$ cat src/rtl/ad_bus_initiator.sv
// Bus master for the multiplexed address/data register bus: turns a valid/ready
// request into an address phase plus a write or read data phase with ack timeout.
module ad_bus_initiator #(
   parameter int BUSW     = 32,
   parameter int AW       = 16,
   parameter int DW       = 16,
   parameter int TURN_CYC = 1,
   parameter int TIMEOUT  = 255,
   parameter int CNTW     = 8
) (
   input  logic            clk,
   input  logic            reset,
   input  logic            req_valid,
   output logic            req_ready,
   input  logic            req_write,
   input  logic [AW-1:0]   req_addr,
   input  logic [DW-1:0]   req_wdata,
   output logic            rsp_valid,
   output logic [DW-1:0]   rsp_rdata,
   output logic            rsp_timeout,
   output logic [BUSW-1:0] ad_out,
   output logic            ad_oe,
   input  logic [BUSW-1:0] ad_in,
   output logic            ale,
   output logic            read,
   output logic            write_n,
   input  logic            ack
);

   typedef enum logic [2:0] {
      IDLE  = 3'd0,
      ADDR  = 3'd1,
      WDATA = 3'd2,
      TURN  = 3'd3,
      RDATA = 3'd4,
      DONE  = 3'd5
   } state_t;

   localparam logic [CNTW-1:0] TO_LAST   = CNTW'(TIMEOUT - 1);
   localparam logic [CNTW-1:0] TURN_LAST = CNTW'(TURN_CYC - 1);

   state_t          state_r, state_s;
   logic [CNTW-1:0] cnt_r, cnt_s;
   logic            write_r;
   logic [DW-1:0]   wdata_r;
   logic            accept_s;
   logic            data_phase_s;

   logic            req_ready_s, rsp_valid_s, rsp_timeout_s;
   logic [DW-1:0]   rsp_rdata_s;
   logic [BUSW-1:0] ad_out_s;
   logic            ad_oe_s, ale_s, read_s, write_n_s;

   assign accept_s     = req_valid && req_ready && (state_r == IDLE);
   assign data_phase_s = (state_r == WDATA) || (state_r == RDATA);

   // State, counter and request holding registers.
   always_ff @(posedge clk or posedge reset) begin
      if (reset) begin
         state_r <= IDLE;
         cnt_r   <= '0;
         write_r <= 1'b0;
         wdata_r <= '0;
      end else begin
         state_r <= state_s;
         cnt_r   <= cnt_s;
         if (accept_s) begin
            write_r <= req_write;
            wdata_r <= req_wdata;
         end else begin
            write_r <= write_r;
            wdata_r <= wdata_r;
         end
      end
   end

   // Next-state and wait/turnaround counter.
   always_comb begin
      state_s = state_r;
      case (state_r)
         IDLE:    state_s = accept_s ? ADDR : IDLE;
         ADDR:    state_s = write_r ? WDATA : TURN;
         WDATA:   state_s = (ack || cnt_r == TO_LAST) ? DONE : WDATA;
         TURN:    state_s = (cnt_r == TURN_LAST) ? RDATA : TURN;
         RDATA:   state_s = (ack || cnt_r == TO_LAST) ? DONE : RDATA;
         DONE:    state_s = IDLE;
         default: state_s = IDLE;
      endcase
      // Counter restarts on every state entry, so it times both TURN and data phases.
      if (state_s != state_r) begin
         cnt_s = '0;
      end else if (data_phase_s || state_r == TURN) begin
         cnt_s = cnt_r + {{(CNTW-1){1'b0}}, 1'b1};
      end else begin
         cnt_s = '0;
      end
   end

   // Output values for the state being entered, registered on the same edge.
   always_comb begin
      req_ready_s   = 1'b0;
      rsp_valid_s   = 1'b0;
      rsp_timeout_s = 1'b0;
      rsp_rdata_s   = rsp_rdata;
      ad_out_s      = '0;
      ad_oe_s       = 1'b0;
      ale_s         = 1'b0;
      read_s        = 1'b1;
      write_n_s     = 1'b1;
      case (state_s)
         IDLE:  req_ready_s = 1'b1;
         ADDR: begin
            ale_s    = 1'b1;
            ad_oe_s  = 1'b1;
            ad_out_s = BUSW'(req_addr);
         end
         WDATA: begin
            ad_oe_s   = 1'b1;
            write_n_s = 1'b0;
            ad_out_s  = BUSW'(wdata_r);
         end
         TURN:  read_s = 1'b1;
         RDATA: read_s = 1'b0;
         DONE: begin
            rsp_valid_s   = 1'b1;
            rsp_timeout_s = data_phase_s && !ack;
            if (state_r == RDATA) begin
               rsp_rdata_s = ack ? ad_in[DW-1:0] : '0;
            end else begin
               rsp_rdata_s = rsp_rdata;
            end
         end
         default: req_ready_s = 1'b0;
      endcase
   end

   // Output registers.
   always_ff @(posedge clk or posedge reset) begin
      if (reset) begin
         req_ready   <= 1'b1;
         rsp_valid   <= 1'b0;
         rsp_rdata   <= '0;
         rsp_timeout <= 1'b0;
         ad_out      <= '0;
         ad_oe       <= 1'b0;
         ale         <= 1'b0;
         read        <= 1'b1;
         write_n     <= 1'b1;
      end else begin
         req_ready   <= req_ready_s;
         rsp_valid   <= rsp_valid_s;
         rsp_rdata   <= rsp_rdata_s;
         rsp_timeout <= rsp_timeout_s;
         ad_out      <= ad_out_s;
         ad_oe       <= ad_oe_s;
         ale         <= ale_s;
         read        <= read_s;
         write_n     <= write_n_s;
      end
   end

endmodule
$ cat config.mk
export PLATFORM = sky130hd
export DESIGN_NAME = ad_bus_initiator
export DESIGN_NICKNAME = d
export VERILOG_FILES = /design/src/rtl/ad_bus_initiator.sv
export SDC_FILE = /design/constraint.sdc
export NUM_CORES = 1
export LEC_CHECK = 0
export CORE_ASPECT_RATIO = 1.5
export CORE_MARGIN = 4
export CORE_UTILIZATION = 38
export DETAILED_ROUTE_END_ITERATION = 10
export PLACE_DENSITY = 0.76
export REMOVE_ABC_BUFFERS = 1
export SLEW_MARGIN = 10
export SYNTH_ARGS = -nofsm -noshare
export SYNTH_HDL_FRONTEND = slang
export SYNTH_SLANG_ARGS = --single-unit
$ cat constraint.sdc
create_clock -name clk -period 1.9 [get_ports clk]
set_input_delay 0.285 -clock clk [delete_from_list [all_inputs] [get_ports clk]]
set_output_delay 0.285 -clock clk [all_outputs]
set_load 0.03 [all_outputs]
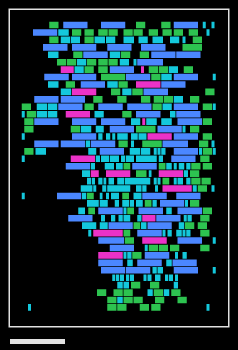
(placed cells, one color a class)
Scale bar: 20 um.
| class | color | cells |
|---|---|---|
| clock drivers and dummy loads | magenta | 16 |
| all other logic | cyan | 164 |
| flip-flops | blue | 67 |
| other buffers and delay cells | green | 107 |

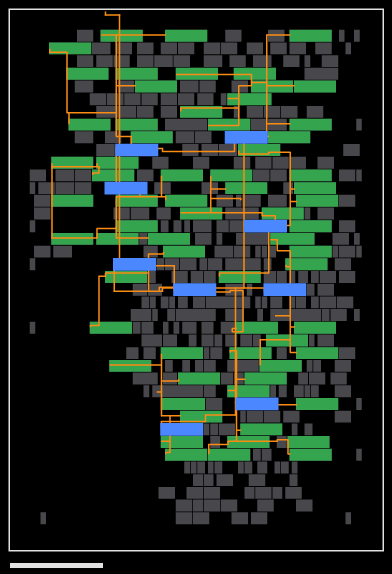
(clock distribution)
Scale bar: 20 um.
[cells driving clock nets] blue | count: 9
[flip-flops] green | count: 67
[clock wires] orange | length: 808 um
routed clock nets: 10
clk pwr: 1.80 mW
post-route clock skew: 6.75 ps
power share of the clock group: 0.245

synth_stat cells (all sizes together):
| cell | n |
|---|---|
| o211ai | 3 |
| or2 | 1 |
| and2b | 1 |
| nand4 | 17 |
| nor4 | 1 |
| dfrtp | 64 |
| nand3 | 5 |
| a311o | 1 |
| dfstp | 3 |
| a21boi | 1 |
| nand2 | 24 |
| o21bai | 1 |
| a41oi | 1 |
| inv | 5 |
| nor4b | 1 |
| nor3 | 3 |
| nand3b | 1 |
| buf | 21 |
| a21oi | 9 |
| o21ai | 20 |
| clkbuf | 10 |
| mux2 | 17 |
| nor2 | 5 |
| and4 | 1 |
| nor2b | 1 |
| a221oi | 1 |
| a22o | 17 |
| mux2i | 1 |
| xor2 | 3 |
| o21a | 1 |
| conb | 1 |
| ha | 3 |
| xnor2 | 3 |
worst max path at each step:
stage / from / endpoint / slack (ps) / depth (start not counted)
floorplan: req_ready / wdata_r[0] / -380 / 3
global placement: req_valid / ad_oe / 50 / 6
detailed placement: req_valid / ad_oe / 30 / 6
CTS: cnt_r[0] / ad_out[13] / 10 / 7
global route: cnt_r[1] / ad_oe / -100 / 8
finish: cnt_r[1] / ad_oe / 10 / 8
critical path, stage by stage (launching register included):
cell,delay (ps)
sky130_fd_sc_hd__dfrtp_1,340
sky130_fd_sc_hd__buf_4,130
sky130_fd_sc_hd__ha_1,160
sky130_fd_sc_hd__nand3_1,110
sky130_fd_sc_hd__o211ai_1,400
sky130_fd_sc_hd__a221oi_4,110
sky130_fd_sc_hd__buf_6,150
sky130_fd_sc_hd__buf_6,120
sky130_fd_sc_hd__or2_2,260
repair_timing:
| item | 4_1_cts | 5_1_grt |
|---|---|---|
| setup buffers | 0 | 2 |
| resized | 0 | 5 |
| endpoints found under the setup margin | 0 | 23 |
==> impl_metrics.yaml <==
# physical design summary
worst_setup_path:
  reg2regPathDepth: 8
  crit_path_start_kind: "register"
  crit-reg2reg-capture: "ad_oe"
  r2r_start: "cnt_r[1]"
  category_of_the_worst_setup_path_capture_point: "register"
  criticalPathCategory: "reg -> reg"
  crit_path_drt_ps: 2110
  r2r_slack_ps: 10
  critical_path_peak_fanout: 4
  cp_data_arrival_time_ps: 2090
outcome:
  run_status: "completed"
cells_and_area:
  layout.cell_area.non_filler_sq_um: 4360
  nFillCells: 634
  nNonClkBuffers: 107
  logic_area_sq_um: 1110
  lay_top_count: "sky130_fd_sc_hd__clkdlybuf4s50_1"
  areaGrowthSynthToFinish_pct: 48.4
  layout.cells.largest_class: "sequential cells"
  seq_share: 0.386
  combAreaFraction: 0.254
  layout.clock_buffers: 13
  nMultiInputCombCells: 159
  final_design_utilization: 0.576
  seqCellArea_sq_um: 1680
  antenna_cells_inserted: 0
  flops: 67
  non_clock_buffer_area_share: 0.251
  invs_w_o_clock: 5
  final_layout_size_suffix_gt1_frac: 0.220
  lay_top_cells: "sky130_fd_sc_hd__clkdlybuf4s50_1, sky130_fd_sc_hd__dfrtp_1, sky130_fd_sc_hd__nand2_1"
  top_regs: "ad_out: 16 flops, rsp_rdata: 16 flops, wdata_r: 16 flops"
drt:
  first_pass_iters: 4
  vias_per_cell: 4.94
  drtIter0Drc: 169
  met1_length_mm: 2.51
  drt.antenna.violating_nets: 0
  drt_wl_total_mm: 7.06
  drt_drc_violations_left: 0
  met2RoutedLength_mm: 3.93
  top_signal_layer_used: "met4"
  detailroute.via_count: 2253
  detail_route.wl_per_cell_um: 15.5
yosys:
  post-synth-top-area-fraction: 0.545
  topCellsByArea: "sky130_fd_sc_hd__dfrtp_1, sky130_fd_sc_hd__mux2_2, sky130_fd_sc_hd__a22o_2"
  synth_top_cell_by_area: "sky130_fd_sc_hd__dfrtp_1"
  synth-area-yosys_sq_um: 2940
  synth.cellmix.adderShare: 0.0128
  post_synth_ao_oa_area_fraction: 0.138
  synth_warnings: 0
  synth_area_per_cell_sq_um: 11.9
  synth.area.mux_share: 0.0686
  synthesized_cell_area_sq_um: 2940
  netlist_logic_family_top: "AND-OR/OR-AND gates"
  ys_sh_simple: 0.114
  unique_cell_types: 40
  cell_total_in_the_yosys_stat_output: 247
  postSynthCellCount: 247
  synth_flop_count: 67
  synth.yosys.seq_area_share: 0.572
  xor_share: 0.0179
timing:
  setup-violations-final: 0
  timing.hold.ws_ps: 339
  fin_crit_sh: 0.992
  min_period_ps: 1890
  slew_viol_final: 0
  timing.fmax_mhz: 530
  tns_ps: 0
  layout_setup_ws_ps: 14.6
  final-hold-violation-count: 0
floorplan:
  std_cell_rows: 39
  floorplan.core_area_sq_um: 7560
  die-height_um: 116
  die_w_um: 79.8
  initial_core_util: 0.388
  io-pin-count: 124
  tap_cells: 102
power:
  p_leak_nw: 1.91
  internal_power_mw: 4.75
  power_sequential_mw: 2.32
  net-switching-power_mw: 2.58
  totalPowerFinal_mw: 7.33
  fraction_of_power_consumed_by_sequential_logic: 0.316
  combPwrFrac: 0.438
  power_leader: "combinational logic"
  power_density_nw_per_um2: 1680
  vdd_drop_max_mv: 0.723
  comb_power_mw: 3.21
min_path:
  min_path_type: "in -> async"
clock_tree:
  clkSlewWorstSetupHoldPaths_ps: 60
  cts_max_level: 3
  clock_insertion_delay_worst_skew_ps: 320
  cts.hold.buffers_added: 0
  cts-buffers-inserted: 9
  tritoncts: "yes"
  cts.path.max_buffers: 2
  clock_sinks: 67
job:
  cap_viol_max_count: 0
  openroad.warnings: 43
global_routing:
  grt_first_pass_wirelength_mm: 10.7
  layer_carrying_the_most_global_route_usage: "met2"
  largest_net_degree_at_the_start_of_global_routing: 68
  global_route.usage.met2: 0.270
  grt_remaining_overflow: 0
  grt_usage: 0.153
  groute.layer.met1.usage: 0.165
  via_count_of_the_first_global_routing_pass: 2181
  antenna_found_initial: 0
placement:
  routability_driven_placement_congestion_ratio: 0.803
  detailedPlacementHpwl_mm: 4.84
  pre_cts_slack_ps: 31.9
  dpl.cell_count: 436
  dpl_cell_area_sq_um: 3960
Power figures rest on the tool's default switching activity, not on a simulated workload.
